<file path="config.mk">
export PLATFORM = sky130hd
export DESIGN_NAME = expo_sched
export DESIGN_NICKNAME = d
export VERILOG_FILES = /design/src/rtl/expo_sched.sv
export SDC_FILE = /design/constraint.sdc
export NUM_CORES = 1
export LEC_CHECK = 0
export CAP_MARGIN = 20
export CORE_UTILIZATION = 48
export DETAILED_ROUTE_END_ITERATION = 10
export PLACE_DENSITY = 0.84
export SLEW_MARGIN = 10
export SYNTH_ARGS = -nofsm -noshare
export SYNTH_HDL_FRONTEND = slang
export SYNTH_SLANG_ARGS = --single-unit
</file>
<file path="constraint.sdc">
create_clock -name clk -period 4.2 [get_ports clk]
set_input_delay 0.84 -clock clk [delete_from_list [all_inputs] [get_ports clk]]
set_output_delay 0.84 -clock clk [all_outputs]
set_load 0.005 [all_outputs]
</file>
<file path="src/rtl/expo_sched.sv">
// rtl/expo_sched.sv - round-robin scheduler sharing one expo_calc between NCH voices
//
// Ports:
//   clk         system clock
//   reset       asynchronous active-low reset
//   req         per-voice conversion request (level)
//   cv_flat     voice i CV in bits [12i+11:12i]
//   range_flat  voice i range select in bits [2i+1:2i]
//   ack         one-cycle grant pulse, CV/range latched
//   expo_in     CV to expo_calc
//   expo_in_v   input-valid to expo_calc
//   expo_range  range to expo_calc, held from issue to capture
//   expo_out    expo_calc result
//   freq_flat   voice i frequency word in bits [32i+31:32i]
//   freq_v      one-cycle strobe, freq for voice i updated
//   busy        high in every state except IDLE

module expo_sched #(
    parameter int NCH = 4,
    parameter int LAT = 5
) (
    input  logic              clk,
    input  logic              reset,
    input  logic [NCH-1:0]    req,
    input  logic [NCH*12-1:0] cv_flat,
    input  logic [NCH*2-1:0]  range_flat,
    output logic [NCH-1:0]    ack,
    output logic [11:0]       expo_in,
    output logic              expo_in_v,
    output logic [1:0]        expo_range,
    input  logic [31:0]       expo_out,
    output logic [NCH*32-1:0] freq_flat,
    output logic [NCH-1:0]    freq_v,
    output logic              busy
);

    localparam int GW = (NCH > 1) ? $clog2(NCH) : 1;
    localparam int CW = (LAT > 1) ? $clog2(LAT) : 1;

    typedef enum logic [1:0] {
        IDLE  = 2'd0,
        ISSUE = 2'd1,
        WAIT  = 2'd2
    } state_t;

    state_t                  state_q;
    logic [GW-1:0]           rr_q;
    logic [GW-1:0]           gnt_q;
    logic [CW-1:0]           cnt_q;
    logic [NCH-1:0]          ack_q;
    logic [11:0]             expo_in_q;
    logic                    expo_in_v_q;
    logic [1:0]              expo_range_q;
    logic [NCH-1:0][31:0]    freq_q;
    logic [NCH-1:0]          freq_v_q;
    logic                    busy_q;

    logic                    found_d;
    logic [GW-1:0]           gnt_d;
    int                      cand;

    // Search starts one past the last grant so every requester gets a turn.
    always_comb begin
        found_d = 1'b0;
        gnt_d   = '0;
        cand    = 0;
        for (int k = 1; k <= NCH; k++) begin
            cand = (int'(rr_q) + k) % NCH;
            if (!found_d && req[GW'(cand)]) begin
                found_d = 1'b1;
                gnt_d   = GW'(cand);
            end
        end
    end

    always_ff @(posedge clk or negedge reset) begin
        if (!reset) begin
            state_q      <= IDLE;
            rr_q         <= GW'(NCH - 1);
            gnt_q        <= '0;
            cnt_q        <= '0;
            ack_q        <= '0;
            expo_in_q    <= '0;
            expo_in_v_q  <= 1'b0;
            expo_range_q <= '0;
            freq_q       <= '0;
            freq_v_q     <= '0;
            busy_q       <= 1'b0;
        end else begin
            case (state_q)
                IDLE: begin
                    freq_v_q <= '0;
                    if (found_d) begin
                        expo_in_q    <= cv_flat[int'(gnt_d)*12 +: 12];
                        expo_range_q <= range_flat[int'(gnt_d)*2 +: 2];
                        expo_in_v_q  <= 1'b1;
                        ack_q        <= NCH'(1) << gnt_d;
                        rr_q         <= gnt_d;
                        gnt_q        <= gnt_d;
                        busy_q       <= 1'b1;
                        state_q      <= ISSUE;
                    end
                end
                ISSUE: begin
                    expo_in_v_q <= 1'b0;
                    ack_q       <= '0;
                    cnt_q       <= CW'(LAT - 1);
                    state_q     <= WAIT;
                end
                WAIT: begin
                    // expo_in/expo_range stay untouched: expo_calc applies
                    // range at its final stage.
                    if (cnt_q == '0) begin
                        freq_q[gnt_q] <= expo_out;
                        freq_v_q      <= NCH'(1) << gnt_q;
                        busy_q        <= 1'b0;
                        state_q       <= IDLE;
                    end else begin
                        cnt_q <= cnt_q - CW'(1);
                    end
                end
                default: begin
                    state_q <= IDLE;
                    busy_q  <= 1'b0;
                end
            endcase
        end
    end

    assign ack        = ack_q;
    assign expo_in    = expo_in_q;
    assign expo_in_v  = expo_in_v_q;
    assign expo_range = expo_range_q;
    assign freq_flat  = freq_q;
    assign freq_v     = freq_v_q;
    assign busy       = busy_q;

endmodule
</file>
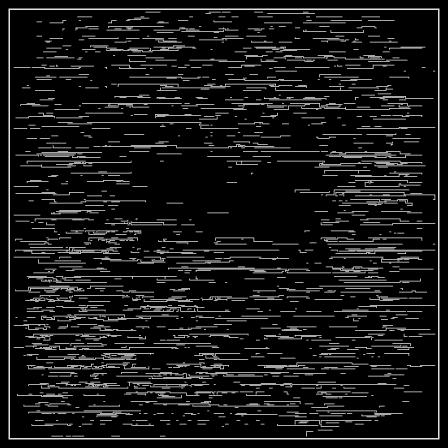
Figure 1: the metal 1 layer.
main direction: horizontal
longest straight run: 32.2 um
share of all routed wire: 40%
nets with wire on the layer: 714

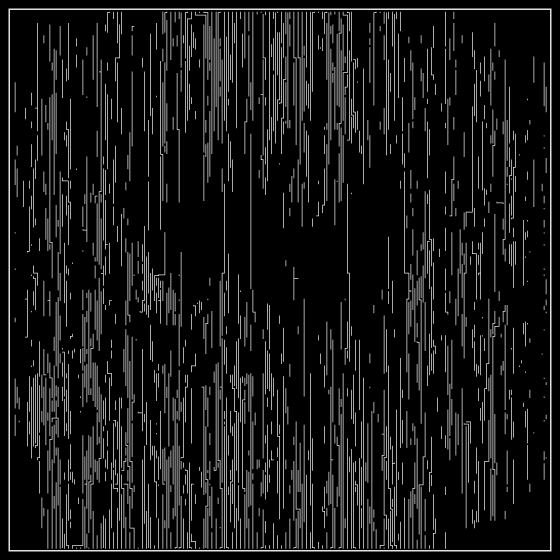
Figure 2: met2 routing.
main direction: vertical
nets with wire on the layer: 780
longest straight run: 40.3 um
share of all routed wire: 51%

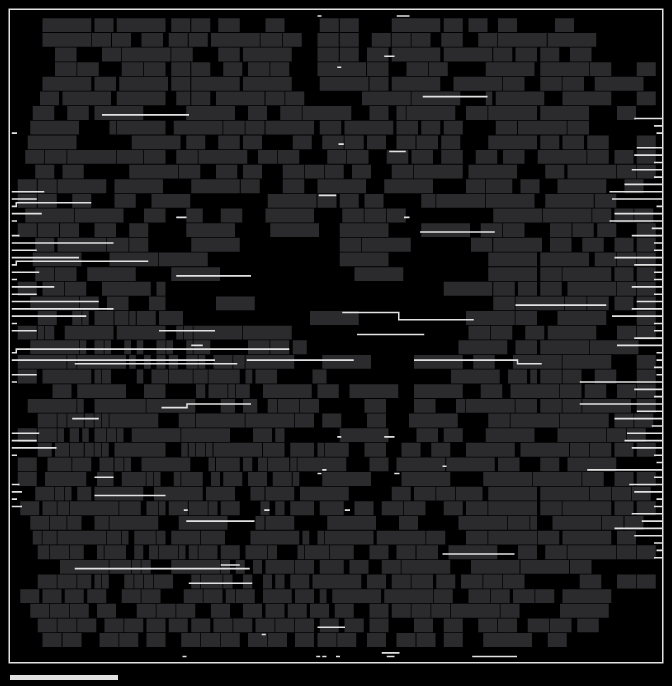
Figure 3: signal wires on met3.
Scale bar: 20 um.
share of all routed wire: 5.3%
longest straight run: 50.6 um
wire length on this layer: 880 um
nets with wire on the layer: 115
main direction: horizontal
final WL: 16,590 um
vias post-DR: 4,856
met3 Use GR: 0.05592

==> qor.txt <==
Buffer share of cell area -> 0.2555
M1 WL -> 6603 um
Placed Cells incl. Taps -> 887
Top cell excl fill/tap -> clkdlybuf4s50_1
Seq. pwr -> 2.77 mW
Die width -> 121.1 um
IO Count -> 246
Register Area -> 0.004031 mm^2
Reg2reg path depth -> 5
Initial antenna violation count -> 0
Syn_nets -> 580
Most numerous logic cells after layout -> clkdlybuf4s50_1 (244), dfrtp_1 (159), mux2_2 (137)
WP data required -> 4.47 ns
Max reg flops -> 128
Vias/cell -> 5.278
Layout cell share with drive strength beyond 1 -> 0.2676
Final setup viols -> 0
Cts hold-fix bufs -> 0
P_comb -> 3.08 mW
Fill count -> 910
Fin cells -> 920
Hold Slack -> 0.4787 ns
Clock buffer count -> 24
Run status -> finished clean
Synth logic family -> multiplexers
Post-synth EDFFs -> 0
Netlist Area Pre-Place -> 0.006814 mm^2
Top-count cell post-synth -> dfrtp_1
Vias in the first global route -> 5,086
Port bufs -> 245
N_diodes -> 0
Biggest consumer -> combinational cells
Syn Area/Cell -> 14.08 um^2
Worst min path class -> in2async
Fin Setup TNS -> 0 ns
Reg2Reg Setup Slack -> 1.87 ns
Post_cts resized -> 0
Yosys warning count -> 0
No activity file was given, so power comes from the tool's default toggle rates.
